**config.mk**
```make
export PLATFORM = sky130hd
export DESIGN_NAME = key_repeat_flat
export DESIGN_NICKNAME = d
export VERILOG_FILES = /design/src/rtl/key_repeat_pkg.sv /design/src/rtl/key_repeat_if.sv /design/src/rtl/key_repeat_chan.sv /design/src/rtl/key_repeat.sv /design/src/flat_wrapper.sv
export SDC_FILE = /design/constraint.sdc
export NUM_CORES = 1
export LEC_CHECK = 0
export CAP_MARGIN = 20
export CELL_PAD_IN_SITES_DETAIL_PLACEMENT = 0
export CELL_PAD_IN_SITES_GLOBAL_PLACEMENT = 2
export CORE_MARGIN = 10
export CORE_UTILIZATION = 38
export CTS_CLUSTER_DIAMETER = 100
export DETAILED_ROUTE_END_ITERATION = 6
export PLACE_DENSITY = 0.85
export REMOVE_ABC_BUFFERS = 1
export SETUP_SLACK_MARGIN = 0.15
export SYNTH_ARGS = -nofsm -noshare
export SYNTH_HDL_FRONTEND = slang
export SYNTH_HIERARCHICAL = 1
export SYNTH_SLANG_ARGS = --single-unit
export TNS_END_PERCENT = 1
```
**constraint.sdc**
```tcl
create_clock -name i_clk -period 2.48 [get_ports i_clk]
set_input_delay 0.372 -clock i_clk [delete_from_list [all_inputs] [get_ports i_clk]]
set_output_delay 0.372 -clock i_clk [all_outputs]
set_load 0.05 [all_outputs]
```
**src/rtl/key_repeat_pkg.sv**
```systemverilog
// Shared state encoding and width helpers for the key auto-repeat block.
// Pure definitions: no latency, no backpressure.
package key_repeat_pkg;

    typedef enum logic [1:0] {
        ST_IDLE   = 2'd0,
        ST_HOLD   = 2'd1,
        ST_REPEAT = 2'd2
    } state_t;

    function automatic int max_int(input int a, input int b);
        return (a > b) ? a : b;
    endfunction

    // Counter must hold values up to max(HOLD_T, RATE_T) - 1.
    function automatic int cnt_width(input int hold_t, input int rate_t);
        return $clog2(max_int(hold_t, rate_t) + 1);
    endfunction

endpackage

```
**src/rtl/key_repeat_if.sv**
```systemverilog
// Key level inputs and event outputs of the auto-repeat block, one bit per channel.
// Plain wires: no latency, no backpressure.
interface key_repeat_if #(
    parameter int NIN = 2
) ();

    logic [NIN-1:0] i_lvl;
    logic [NIN-1:0] o_press;
    logic [NIN-1:0] o_repeat;
    logic [NIN-1:0] o_release;
    logic [NIN-1:0] o_held;

    modport master (
        output i_lvl,
        input  o_press,
        input  o_repeat,
        input  o_release,
        input  o_held
    );

    modport slave (
        input  i_lvl,
        output o_press,
        output o_repeat,
        output o_release,
        output o_held
    );

endinterface

```
**src/rtl/key_repeat_chan.sv**
```systemverilog
// One key channel: IDLE/HOLD/REPEAT FSM turning a level into press/repeat/release pulses.
// Latency 1 clk from sampling edge to pulse; no backpressure, pulses are fire-and-forget.
module key_repeat_chan
    import key_repeat_pkg::*;
#(
    parameter int HOLD_T = 500,
    parameter int RATE_T = 100
) (
    input  logic i_clk,
    input  logic i_rst,
    input  logic i_tick,
    input  logic i_lvl,
    input  logic i_rise,
    output logic o_press,
    output logic o_repeat,
    output logic o_release,
    output logic o_held
);

    localparam int CW = cnt_width(HOLD_T, RATE_T);
    localparam logic [CW-1:0] HOLD_LAST = CW'(HOLD_T - 1);
    localparam logic [CW-1:0] RATE_LAST = CW'(RATE_T - 1);

    state_t          r_state;
    state_t          w_state_nxt;
    logic [CW-1:0]   r_cnt;
    logic [CW-1:0]   w_cnt_nxt;
    logic            r_press;
    logic            r_repeat;
    logic            r_release;
    logic            r_held;
    logic            w_press_nxt;
    logic            w_repeat_nxt;
    logic            w_release_nxt;
    logic            w_held_nxt;

    always_ff @(posedge i_clk) begin
        if (i_rst) begin
            r_state   <= ST_IDLE;
            r_cnt     <= '0;
            r_press   <= 1'b0;
            r_repeat  <= 1'b0;
            r_release <= 1'b0;
            r_held    <= 1'b0;
        end else begin
            r_state   <= w_state_nxt;
            r_cnt     <= w_cnt_nxt;
            r_press   <= w_press_nxt;
            r_repeat  <= w_repeat_nxt;
            r_release <= w_release_nxt;
            r_held    <= w_held_nxt;
        end
    end

    // A low level is checked before the tick so a release always wins over a repeat.
    always_comb begin
        w_state_nxt   = r_state;
        w_cnt_nxt     = r_cnt;
        w_press_nxt   = 1'b0;
        w_repeat_nxt  = 1'b0;
        w_release_nxt = 1'b0;
        case (r_state)
            ST_IDLE: begin
                if (i_rise) begin
                    w_press_nxt = 1'b1;
                    w_cnt_nxt   = '0;
                    w_state_nxt = ST_HOLD;
                end
            end
            ST_HOLD: begin
                if (!i_lvl) begin
                    w_release_nxt = 1'b1;
                    w_state_nxt   = ST_IDLE;
                end else if (i_tick) begin
                    if (r_cnt == HOLD_LAST) begin
                        w_repeat_nxt = 1'b1;
                        w_cnt_nxt    = '0;
                        w_state_nxt  = ST_REPEAT;
                    end else begin
                        w_cnt_nxt = r_cnt + 1'b1;
                    end
                end
            end
            ST_REPEAT: begin
                if (!i_lvl) begin
                    w_release_nxt = 1'b1;
                    w_state_nxt   = ST_IDLE;
                end else if (i_tick) begin
                    if (r_cnt == RATE_LAST) begin
                        w_repeat_nxt = 1'b1;
                        w_cnt_nxt    = '0;
                    end else begin
                        w_cnt_nxt = r_cnt + 1'b1;
                    end
                end
            end
            default: begin
                w_state_nxt = ST_IDLE;
                w_cnt_nxt   = '0;
            end
        endcase
        w_held_nxt = (w_state_nxt != ST_IDLE);
    end

    assign o_press   = r_press;
    assign o_repeat  = r_repeat;
    assign o_release = r_release;
    assign o_held    = r_held;

endmodule

```
**src/rtl/key_repeat.sv**
```systemverilog
// Typematic key events for NIN debounced levels: shared tick prescaler plus one FSM per channel.
// Latency 1 clk from sampling edge to pulse; no backpressure, pulses are fire-and-forget.
module key_repeat
    import key_repeat_pkg::*;
#(
    parameter int NIN      = 2,
    parameter int TICK_DIV = 50000,
    parameter int HOLD_T   = 500,
    parameter int RATE_T   = 100
) (
    input  logic         i_clk,
    input  logic         i_rst,
    key_repeat_if.slave  kr_bus
);

    localparam int PW = $clog2(TICK_DIV);
    localparam logic [PW-1:0] PRESC_LAST = PW'(TICK_DIV - 1);

    logic [PW-1:0]  r_presc;
    logic           w_tick;
    logic [NIN-1:0] r_prev;
    logic [NIN-1:0] w_rise;
    logic [NIN-1:0] w_press;
    logic [NIN-1:0] w_repeat;
    logic [NIN-1:0] w_release;
    logic [NIN-1:0] w_held;

    assign w_tick = (r_presc == PRESC_LAST);

    always_ff @(posedge i_clk) begin
        if (i_rst) begin
            r_presc <= '0;
        end else if (w_tick) begin
            r_presc <= '0;
        end else begin
            r_presc <= r_presc + 1'b1;
        end
    end

    // Previous level resets high so a key held through reset must be released first.
    always_ff @(posedge i_clk) begin
        if (i_rst) begin
            r_prev <= '1;
        end else begin
            r_prev <= kr_bus.i_lvl;
        end
    end

    assign w_rise = kr_bus.i_lvl & ~r_prev;

    for (genvar g = 0; g < NIN; g++) begin : g_chan
        key_repeat_chan #(
            .HOLD_T (HOLD_T),
            .RATE_T (RATE_T)
        ) u_chan (
            .i_clk     (i_clk),
            .i_rst     (i_rst),
            .i_tick    (w_tick),
            .i_lvl     (kr_bus.i_lvl[g]),
            .i_rise    (w_rise[g]),
            .o_press   (w_press[g]),
            .o_repeat  (w_repeat[g]),
            .o_release (w_release[g]),
            .o_held    (w_held[g])
        );
    end

    assign kr_bus.o_press   = w_press;
    assign kr_bus.o_repeat  = w_repeat;
    assign kr_bus.o_release = w_release;
    assign kr_bus.o_held    = w_held;

endmodule

```
**src/flat_wrapper.sv**
```systemverilog
// flat-port wrapper written by rule: the top's interface ports become plain ports
module key_repeat_flat import key_repeat_pkg::*;
#(
    parameter int NIN      = 2,
    parameter int TICK_DIV = 50000,
    parameter int HOLD_T   = 500,
    parameter int RATE_T   = 100
)
  (i_clk, i_rst, kr_bus_i_lvl, kr_bus_o_press, kr_bus_o_repeat, kr_bus_o_release, kr_bus_o_held);
  key_repeat_if #(.NIN(NIN)) kr_bus_i ();
  input  logic i_clk;
  input  logic i_rst;
  input wire logic [$bits(kr_bus_i.i_lvl)-1:0] kr_bus_i_lvl;
  output wire logic [$bits(kr_bus_i.o_press)-1:0] kr_bus_o_press;
  output wire logic [$bits(kr_bus_i.o_repeat)-1:0] kr_bus_o_repeat;
  output wire logic [$bits(kr_bus_i.o_release)-1:0] kr_bus_o_release;
  output wire logic [$bits(kr_bus_i.o_held)-1:0] kr_bus_o_held;
  assign kr_bus_i.i_lvl = kr_bus_i_lvl;
  assign kr_bus_o_press = kr_bus_i.o_press;
  assign kr_bus_o_repeat = kr_bus_i.o_repeat;
  assign kr_bus_o_release = kr_bus_i.o_release;
  assign kr_bus_o_held = kr_bus_i.o_held;
  key_repeat #(.NIN(NIN), .TICK_DIV(TICK_DIV), .HOLD_T(HOLD_T), .RATE_T(RATE_T)) u_core (.i_clk(i_clk), .i_rst(i_rst), .kr_bus(kr_bus_i));
endmodule
```
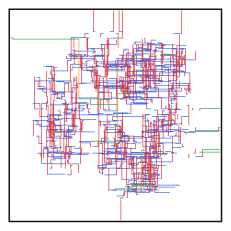
run_1/wires.png
Scale: 2 px per um.
green -> metal 3  # wire length 187 um
red -> metal 2  # wire length 2650 um
orange -> metal 4  # wire length 72.8 um
blue -> metal 1  # wire length 2890 um
per-cell routed wire length: 13.4 um
total track usage: 0.108
Routed WL: 5800 um
vias: 2307

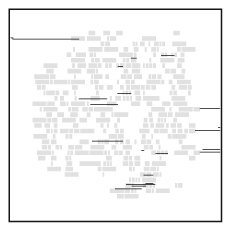
run_1/layer_met3.png
Scale: 2 px per um. Cells faint in the background.
longest straight run = 33.1 um
share of all routed wire = 3.2%

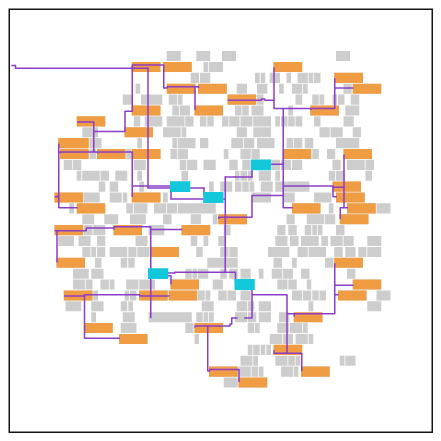
run_1/clk_routes.png
Scale: 4 px per um.
cyan -> clock drivers  # count 5
purple -> clock wires  # length 655 um
orange -> flip-flops  # count 48
routed clock nets = 6

==> results.yml, run 1 <==
# physical design summary
cts:
  cts_tree: "done"
  insertion_delay_ns: 0.30
  cts_buffer_depth: 2
  numCtsBuffers: 5
  cts_hold_buf: 0
  cts_root_buffer: "clkbuf_8"
  clk_pin_slew_ns: 0.09
  htreeDepth: 2
  clock-sinks: 48
layout:
  final_layout_size_suffix_gt1_frac: 0.153
  finalNonFillerCells: 432
  final_common_cell: "dfxtp_1"
  largest_reg_flops: 18
  antenna_cells: 0
  top_regs: "u_core/g_chan.u_chan/r_cnt: 18 flops, u_core/r_presc: 16 flops, u_core/g_chan.u_chan/r_state: 4 flops"
  fin_util: 0.435
  fin_area_um2: 3120
  registers.top_by_ff_count: "u_core/g_chan.u_chan/r_cnt"
synthesis:
  ys_cells: 312
  syn-instance-count: 312
  ys.flops: 48
  postSynthSeqShare: 0.347
  synth.distinct_cells: 66
  yosys-stat-area_um2: 2770
  area_leaders: "dfxtp_1, ha_1, xnor2_1"
  yosys.area.top_type: "dfxtp_1"
  edf_count: 0
  synth_top_area_share: 0.347
  yosys_warnings: 6
  syn_area_um2: 2770
floorplan:
  fp_util: 0.386
  core-area_um2: 7180
  io-pin-count: 12
  rows: 31
  die_w_um: 105
  dieArea_um2: 11100
drt:
  wl_met3_um: 186
  drt_iter0_drc: 83
  drcViolationCount: 0
  final_antenna_net_count: 0
  wl_met1_um: 2890
  top_layer: "met4"
  viasPerCell: 5.34
  dr_wl_met2_um: 2650
worst_setup_path:
  reg2regPathDepth: 7
  crit_fanout: 6
  arrival_ns: 2.35
  r2r-end: "u_core/g_chan[0].u_chan/r_cnt[7]$_SDFFE_PP0P_"
  worst_ep_required_time_ns: 2.70
  crit_type: "register to register"
  worst_setup_path_end_kind: "register"
  startpoint_type: "register"
  r2r_setup_slack_ns: 0.35
  r2r_start: "u_core/r_presc[0]$_SDFF_PP0_"
placement:
  place_ws_ns: 0.242
  globalplace.congestion: 0.785
  dpl.hpwl_um: 4270
  place_inst: 423
final_timing:
  finalHoldViolations: 0
  period_needed_ns: 2.13
  finalCritPeriodShare: 0.859
  max_freq_mhz: 470
  finalSetupTns_ns: 0
  tightest_slew_ns: 0.597
  rsz0062_at_grt: "no"
  relSlewSlack: 0.600
  finalSetupViolations: 0
  skew_ns: 0.00818
hold_path:
  min_path_cells: 1
  hp-start: "u_core/r_presc[0]$_SDFF_PP0_"
  holdPathEnd: "u_core/r_presc[0]$_SDFF_PP0_"
  hold_class: "register to register"
grt:
  grt_pass1_wl_um: 10400
  antenna_found_initial: 0
  grt_pass1_vias: 2148
pwr:
  p_leak_nw: 1.03
  powerDensity_nw_per_um2: 489
status:
  status: "complete, no violations"
job:
  maxCapViolations: 0
run 1: repair_timing:
item	in CTS	in global routing
endpoints found under the setup margin	0	2
resized	0	1
buffers inserted	0	1
run 1: where the power goes:
| group | internal [mW] | total, mW | leakage, nW | switching (mW) |
|---|---|---|---|---|
| registers | 0.782 | 0.789 | 0.389 | 0.00781 |
| logic | 0.0507 | 0.134 | 0.575 | 0.0832 |
| clock network | 0.330 | 0.603 | 0.0614 | 0.273 |
run 1: cell usage after synthesis (all sizes together) (2+ instances only):
master,number
a21boi,2
a21oi,18
a2bb2oi,2
a31oi,6
and2,4
and2b,2
and3,10
and4,4
and4bb,3
buf,6
clkbuf,4
dfxtp,48
ha,11
inv,11
nand2,26
nand2b,2
nand3,19
nand3b,3
nand4,8
nor2,33
nor2b,4
nor3,11
nor3b,4
nor4,7
nor4b,3
o2111ai,6
o211ai,6
o21a,4
o21ai,9
o221ai,2
o22ai,2
o311ai,2
or2,4
or4,2
xnor2,12
xor2,2
run 1: how the worst max path moves through the flow:
| stage | start | endpoint | slack [ns] | cells after the start |
|---|---|---|---|---|
| 3_5_place_dp | u_core/r_presc[0]$_SDFF_PP0_ | u_core/g_chan[0].u_chan/r_cnt[5]$_SDFFE_PP0P_ | 0.24 | 7 |
| 3_3_place_gp | u_core/r_presc[0]$_SDFF_PP0_ | u_core/g_chan[0].u_chan/r_cnt[5]$_SDFFE_PP0P_ | 0.32 | 7 |
| 6_report | u_core/r_presc[0]$_SDFF_PP0_ | u_core/g_chan[0].u_chan/r_cnt[7]$_SDFFE_PP0P_ | 0.35 | 7 |
| 2_1_floorplan | u_core/r_presc[0]$_SDFF_PP0_ | u_core/g_chan[0].u_chan/r_cnt[5]$_SDFFE_PP0P_ | 0.35 | 7 |
| 4_1_cts | u_core/r_presc[0]$_SDFF_PP0_ | u_core/g_chan[0].u_chan/r_cnt[7]$_SDFFE_PP0P_ | 0.21 | 7 |
| 5_1_grt | u_core/r_presc[1]$_SDFF_PP0_ | u_core/g_chan[0].u_chan/r_cnt[7]$_SDFFE_PP0P_ | 0.20 | 7 |
run 1: cell type report:
type / instances / area, um2 / area share
timing repair buffer: 23 / 200 / 0.0641
clock buffer: 6 / 82.6 / 0.0265
inverter: 12 / 45.0 / 0.0144
tap: 99 / 124 / 0.0397
clock inverter: 2 / 38.8 / 0.0124
multi-input combinational: 242 / 1670 / 0.535
sequential: 48 / 962 / 0.308
run 1: cell families (layout without fill, tap and decap cells):
| family | Yosys count | count (layout) | share of synthesized area |
|---|---|---|---|
| flops | 48 | 48 | 0.347 |
| xor+xnor | 14 | 14 | 0.0443 |
| buf+inv | 22 | 43 | 0.0502 |
| fa+ha+maj | 11 | 11 | 0.0497 |
| simple gates | 152 | 152 | 0.337 |
| compound gates | 65 | 65 | 0.172 |
run 1: routing by layer:
layer / track usage / vias to the layer above
met4: 0.0294 / 0
met1: 0.141 / 1087
li1: - / 1183
met2: 0.173 / 30
met5: 0 / -
met3: 0.0274 / 7
run 1: worst max-delay path, stage by stage (launching register included):
cell and delay [ns]:
dfxtp_2 0.37, ha_1 0.20, and3_1 0.23, and4_4 0.27, a2bb2oi_2 0.09, or2_1 0.24, or4_1 0.47, o221ai_1 0.18
==> inputs of run 2 (changes only) <==
Settings changed: TNS_END_PERCENT 1 to 20.
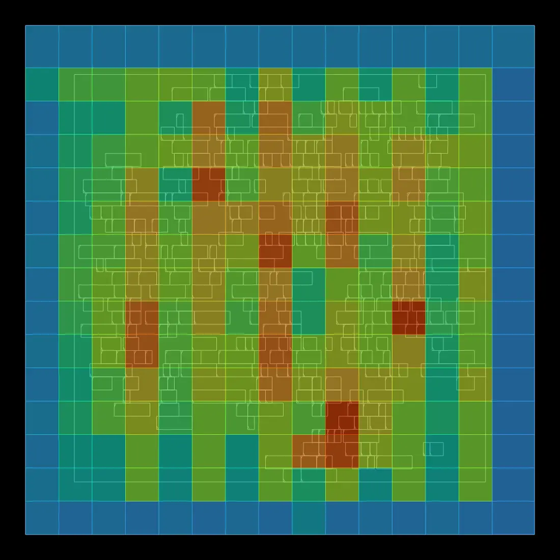
run_2/congestion.png
Final Util: 0.435
GRT met2 Usage: 0.173

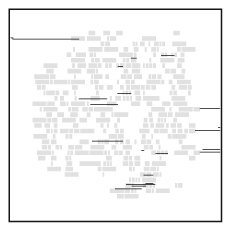
run_2/layer_met3.png
Scale: 2 px per um. Cells faint in the background.
wire length on this layer = 187 um
longest straight run = 33.1 um
main direction = horizontal

==> run 2 against run 1 <==
  * Synthesized area did not move
  * Die size did not move
  * Register-to-register slack barely moved
  * Clock-buffer cell count did not move
  * Final area did not move
==> results.yml, run 2 <==
# physical design summary
pwr:
  powerDensity_nw_per_um2: 489
  p_leak_nw: 1.03
drt:
  drcViolationCount: 0
  drt_iter0_drc: 83
  final_antenna_net_count: 0
  wl_per_cell_um: 13.4
  dr_total_vias: 2307
  wl_um: 5800
synthesis:
  syn_area_um2: 2770
  ys_cells: 312
  synth_top_area_share: 0.347
  postSynthSeqShare: 0.347
  yosys.area.top_type: "dfxtp_1"
  syn-instance-count: 312
  ys.flops: 48
  edf_count: 0
  top_cells_by_count: "dfxtp_1, nand2_1, nor2_1, nand3_1, a21oi_1"
  synth.distinct_cells: 66
worst_setup_path:
  slowest_delay_ns: 0.47
  cp_cell_sequence: "ha_1, and3_1, and4_4, a2bb2oi_2, or2_1, or4_1, o221ai_1"
  crit_type: "register to register"
  reg2regPathDepth: 7
  crit_fanout: 6
  startpoint_type: "register"
  arrival_ns: 2.35
floorplan:
  rows: 31
  core-area_um2: 7180
  io-pin-count: 12
  dieArea_um2: 11100
  die_w_um: 105
layout:
  top_regs: "u_core/g_chan.u_chan/r_cnt: 18 flops, u_core/r_presc: 16 flops, u_core/g_chan.u_chan/r_state: 4 flops"
  antenna_cells: 0
  final_layout_size_suffix_gt1_frac: 0.153
grt:
  grt_pass1_wl_um: 10400
  antenna_found_initial: 0
  grt_pass1_vias: 2148
placement:
  globalplace.congestion: 0.785
  place_ws_ns: 0.242
  place_inst: 423
cts:
  cts_tree: "done"
  htreeDepth: 2
  numCtsBuffers: 5
  insertion_delay_ns: 0.30
  cts_buffer_depth: 2
  clk_pin_slew_ns: 0.09
  cts_hold_buf: 0
status:
  status: "complete, no violations"
final_timing:
  finalSetupViolations: 0
  max_freq_mhz: 470
  rsz0062_at_grt: "no"
  finalSetupTns_ns: 0
  relSlewSlack: 0.600
  finalCritPeriodShare: 0.859
  finalHoldViolations: 0
-- run 2: cell counts after synthesis --
Identical to the previous run, type by type.
-- run 2: cells by family (layout without fill, tap and decap cells) --
kind of cell,count (synthesis),in the layout,share of synthesized area
simple gates,152,152,0.337
compound gates,65,65,0.172
flops,48,48,0.347
buf+inv,22,43,0.0502
xor+xnor,14,14,0.0443
fa+ha+maj,11,11,0.0497
-- run 2: worst max-delay path, delay by kind of cell (launching register included) --
kind	cells	cell delay (ns)
adders and majority gates	1	0.20
and+or+nand+nor	4	1.21
AOI/OAI and AO/OA	2	0.27
DFF	1	0.37
-- run 2: layout make-up --
| class | instances | area (um2) | area share |
|---|---|---|---|
| inverters | 12 | 45.0 | 0.0144 |
| multi-input cells | 242 | 1670 | 0.535 |
| clock buffers | 6 | 82.6 | 0.0265 |
| well taps | 99 | 124 | 0.0397 |
| repair buffers | 23 | 200 | 0.0641 |
| clock inverters | 2 | 38.8 | 0.0124 |
| flip-flops and latches | 48 | 962 | 0.308 |
-- run 2: final timing paths --
kind / start / to / slack [ns]
worst max-delay path: u_core/r_presc[0]$_SDFF_PP0_ / u_core/g_chan[0].u_chan/r_cnt[7]$_SDFFE_PP0P_ / 0.35
worst min-delay path: u_core/r_presc[0]$_SDFF_PP0_ / u_core/r_presc[0]$_SDFF_PP0_ / 0.45
worst max register to register: u_core/r_presc[0]$_SDFF_PP0_ / u_core/g_chan[0].u_chan/r_cnt[7]$_SDFFE_PP0P_ / 0.35
worst min register to register: u_core/r_presc[0]$_SDFF_PP0_ / u_core/r_presc[0]$_SDFF_PP0_ / 0.45
-- run 2: power by group --
group          total [mW]  switching, mW  internal (mW)  leakage [nW]
Clock               0.603          0.273          0.330        0.0614
Sequential          0.789        0.00781          0.782         0.389
Combinational       0.134         0.0832         0.0507         0.575
-- run 2: metal layers --
layer	track usage	part of all wire	up-vias
met5	0	0	-
met1	0.141	0.50	1087
met4	0.0294	0.012	0
li1	-	-	1183
met2	0.173	0.46	30
met3	0.0274	0.032	7
-- run 2: repair_timing --
action | CTS | global route
setup endpoints to repair | 0 | 2
gates resized | 0 | 1
buffers inserted | 0 | 1
-- run 2: metrics by stage --
step / instance area [um2] / hold WS [ns]
after CTS: 3110 / 0.480
after global routing: 3120 / 0.476
after global placement: 2990 / 0.452
after detailed placement: 2990 / 0.466
after floorplan: 2680 / 0.438
final: 3120 / 0.445
==> inputs of run 3 (changes only) <==
Settings changed: CORE_UTILIZATION 38 to 41, CTS_CLUSTER_SIZE set to 14, PLACE_DENSITY 0.85 to 0.91.
Clock period 2.48 ns to 2.5 ns, I/O delays scaled along.
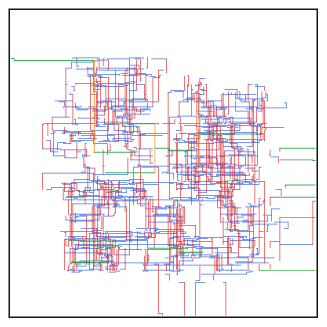
run_3/wires.png
Scale: 3 px per um.
orange -> metal 4  # wire length 69.4 um
blue -> metal 1  # wire length 2910 um
green -> metal 3  # wire length 246 um
red -> metal 2  # wire length 2600 um
per-cell routed wire length: 14.3 um
total track usage: 0.120
Routed WL: 5830 um

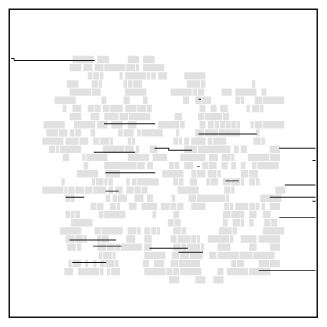
run_3/layer_met3.png
Scale: 3 px per um. Cells faint in the background.
wire length on this layer = 246 um
nets with wire on the layer = 17
longest straight run = 26.7 um
Global Route met3 Usage: 0.0310
vias: 2291

==> run 3 against run 2 <==
  * Clock power rose by 9.5%
  * Register-to-register slack lost 0.05 ns
  * Final cell count decreased by 5.6%
  * Setup slack worse by 0.049 ns
  * Critical path depth unchanged
  * Highest routed layer unchanged
  * Final area decreased by 0.84%
  * Critical endpoint unchanged
  * Non-clock buffer count down 1
  * Total power rose by 3.1%
  * First-iteration DRC count is 12% higher
  * Synthesized cell count is the same
  * Routed wire length up 0.41%
==> results.yml, run 3 <==
# physical design summary
synthesis:
  area_leaders: "dfxtp_1, ha_1, xnor2_1"
  ys_cells: 312
  ys_sh_xor: 0.0443
  edf_count: 0
  yosys.area_share.simple: 0.337
  yosys_warnings: 6
  yosys-stat-area_um2: 2770
  most_common_cell: "dfxtp_1"
  logic_family: "simple AND/OR/NAND/NOR gates"
  yosys.area.top_type: "dfxtp_1"
  top_cells_by_count: "dfxtp_1, nand2_1, nor2_1, nand3_1, a21oi_1"
  postSynthSeqShare: 0.347
  synthAoiAreaFrac: 0.172
  ys.flops: 48
  syn_area_um2: 2770
final_timing:
  finalSetupViolations: 0
  finalHoldViolations: 0
  relSlewSlack: 0.660
  skew_ns: 0.00503
  max_freq_mhz: 455
  period_needed_ns: 2.20
  rsz0062_at_grt: "no"
  tightest_slew_ns: 0.509
pwr:
  p_leak_nw: 1.03
  p_int_mw: 1.22
  clockPowerShare: 0.419
  p_sw_uw: 355
  comb_power_share: 0.083
  power.share.sequential: 0.498
  p_sw_frac: 0.226
floorplan:
  rows: 29
  dieArea_um2: 10400
  core-area_um2: 6460
layout:
  fin_util: 0.479
  comb_area_um2: 1670
  registers.top_by_ff_count: "u_core/g_chan.u_chan/r_cnt"
  largest_reg_flops: 18
  antenna_cells: 0
  fin_area_um2: 3100
worst_setup_path:
  r2r_setup_slack_ns: 0.30
  crit_type: "register to register"
  startpoint_type: "register"
  worst_ep_required_time_ns: 2.72
  crit_path_start: "u_core/r_presc[0]$_SDFF_PP0_"
  r2r_start: "u_core/r_presc[0]$_SDFF_PP0_"
  crit_end: "u_core/g_chan[0].u_chan/r_cnt[7]$_SDFFE_PP0P_"
  reg2regPathDepth: 7
grt:
  grt-busiest-layer: "met2"
  use_met2: 0.190
  use_met1: 0.158
hold_path:
  hold_class: "register to register"
cts:
  insertion_delay_ns: 0.30
  cts_hold_buf: 0
  cts_root_buffer: "clkbuf_8"
  cts_buffer_depth: 2
  clock-sinks: 48
  numCtsBuffers: 5
  htreeDepth: 2
  cts_tree: "done"
  post_cts_buffers: 0
drt:
  viasPerCell: 5.62
  drt_iter0_drc: 93
  final_antenna_net_count: 0
  drcViolationCount: 0
status:
  status: "complete, no violations"
placement:
  globalplace.congestion: 0.794
  dpl.hpwl_um: 4240
  place_area_um2: 2960
  place_ws_ns: 0.179
-- run 3: cell counts after synthesis --
Identical to the previous run, type by type.
-- run 3: worst min-delay path by stage --
| stage | startpoint | to | slack, ns | cells past startpoint |
|---|---|---|---|---|
| 2_1_floorplan | u_core/g_chan[0].u_chan/r_cnt[1]$_SDFFE_PP0P_ | u_core/g_chan[0].u_chan/r_cnt[1]$_SDFFE_PP0P_ | 0.44 | 2 |
| 6_report | u_core/r_presc[0]$_SDFF_PP0_ | u_core/r_presc[0]$_SDFF_PP0_ | 0.48 | 1 |
| 3_3_place_gp | u_core/r_presc[0]$_SDFF_PP0_ | u_core/r_presc[0]$_SDFF_PP0_ | 0.45 | 1 |
| 3_5_place_dp | u_core/r_presc[0]$_SDFF_PP0_ | u_core/r_presc[0]$_SDFF_PP0_ | 0.46 | 1 |
| 4_1_cts | u_core/r_presc[0]$_SDFF_PP0_ | u_core/r_presc[0]$_SDFF_PP0_ | 0.48 | 1 |
| 5_1_grt | u_core/r_presc[0]$_SDFF_PP0_ | u_core/r_presc[0]$_SDFF_PP0_ | 0.51 | 1 |
-- run 3: metal layers --
metal,share of wire,wire (um)
met2,0.45,2600
met3,0.042,245
met4,0.012,69
met5,0,0
met1,0.50,2910
-- run 3: per-stage QoR --
stage,instances,hold slack (ns)
after detailed placement,401,0.459
after floorplan,302,0.438
after global placement,401,0.452
after CTS,408,0.480
final,408,0.477
after global routing,408,0.510
-- run 3: kinds of logic (layout without fill, tap and decap cells) --
| logic type | Yosys count | in the layout |
|---|---|---|
| buf+inv | 22 | 41 |
| simple gates | 152 | 152 |
| xor+xnor | 14 | 14 |
| fa+ha+maj | 11 | 11 |
| flops | 48 | 48 |
| compound gates | 65 | 65 |
-- run 3: final cells by class --
type,count,area share
Timing Repair Buffer,22,0.0622
Tap cell,77,0.0311
Inverter,12,0.0146
Multi-Input combinational cell,242,0.540
Sequential cell,48,0.310
Clock buffer,5,0.0222
Clock inverter,2,0.0194
-- run 3: power groups by stage --
| stage | clock network (mW) | logic [mW] | registers (mW) |
|---|---|---|---|
| 2_1_floorplan | 0 | 0.0691 | 0.811 |
| 3_3_place_gp | 0 | 0.131 | 0.801 |
| 3_5_place_dp | 0 | 0.129 | 0.801 |
| 4_1_cts | 0.684 | 0.130 | 0.783 |
| 5_1_grt | 0.710 | 0.142 | 0.785 |
| 6_report | 0.660 | 0.130 | 0.783 |
-- run 3: critical path, cell delays in order, from the launching register on --
cell	delay, ns
dfxtp_1	0.40
ha_1	0.22
and3_1	0.22
and4_4	0.25
a2bb2oi_2	0.08
or2_4	0.28
or4_1	0.48
o221ai_1	0.18
-- run 3: what timing repair did --
| action | CTS | global route |
|---|---|---|
| setup endpoints to repair | 0 | 2 |
| hold endpoints to repair | 0 | 0 |
| gates resized | 0 | 1 |

==> layout pictures side by side <==
Register map, names as in the netlist.
(a)
Scale: 2 px per um. Other sequential cells in the stronger gray, the rest of the logic in the fainter gray.
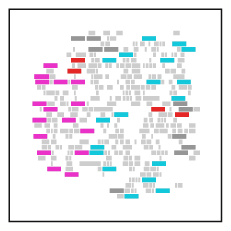
(b)
Scale: 3 px per um. Other sequential cells in the stronger gray, the rest of the logic in the fainter gray.
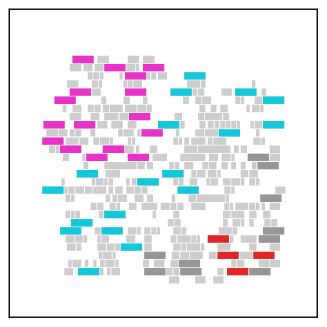
(a) -> run 2
(b) -> run 3

Key to (b):
red -> `u_core/g_chan.u_chan/r_state`  # flops 4, where south-east
cyan -> `u_core/g_chan.u_chan/r_cnt`  # flops 18
magenta -> `u_core/r_presc`  # flops 16
not colored = 10

Power figures rest on the tool's default switching activity, not on a simulated workload.
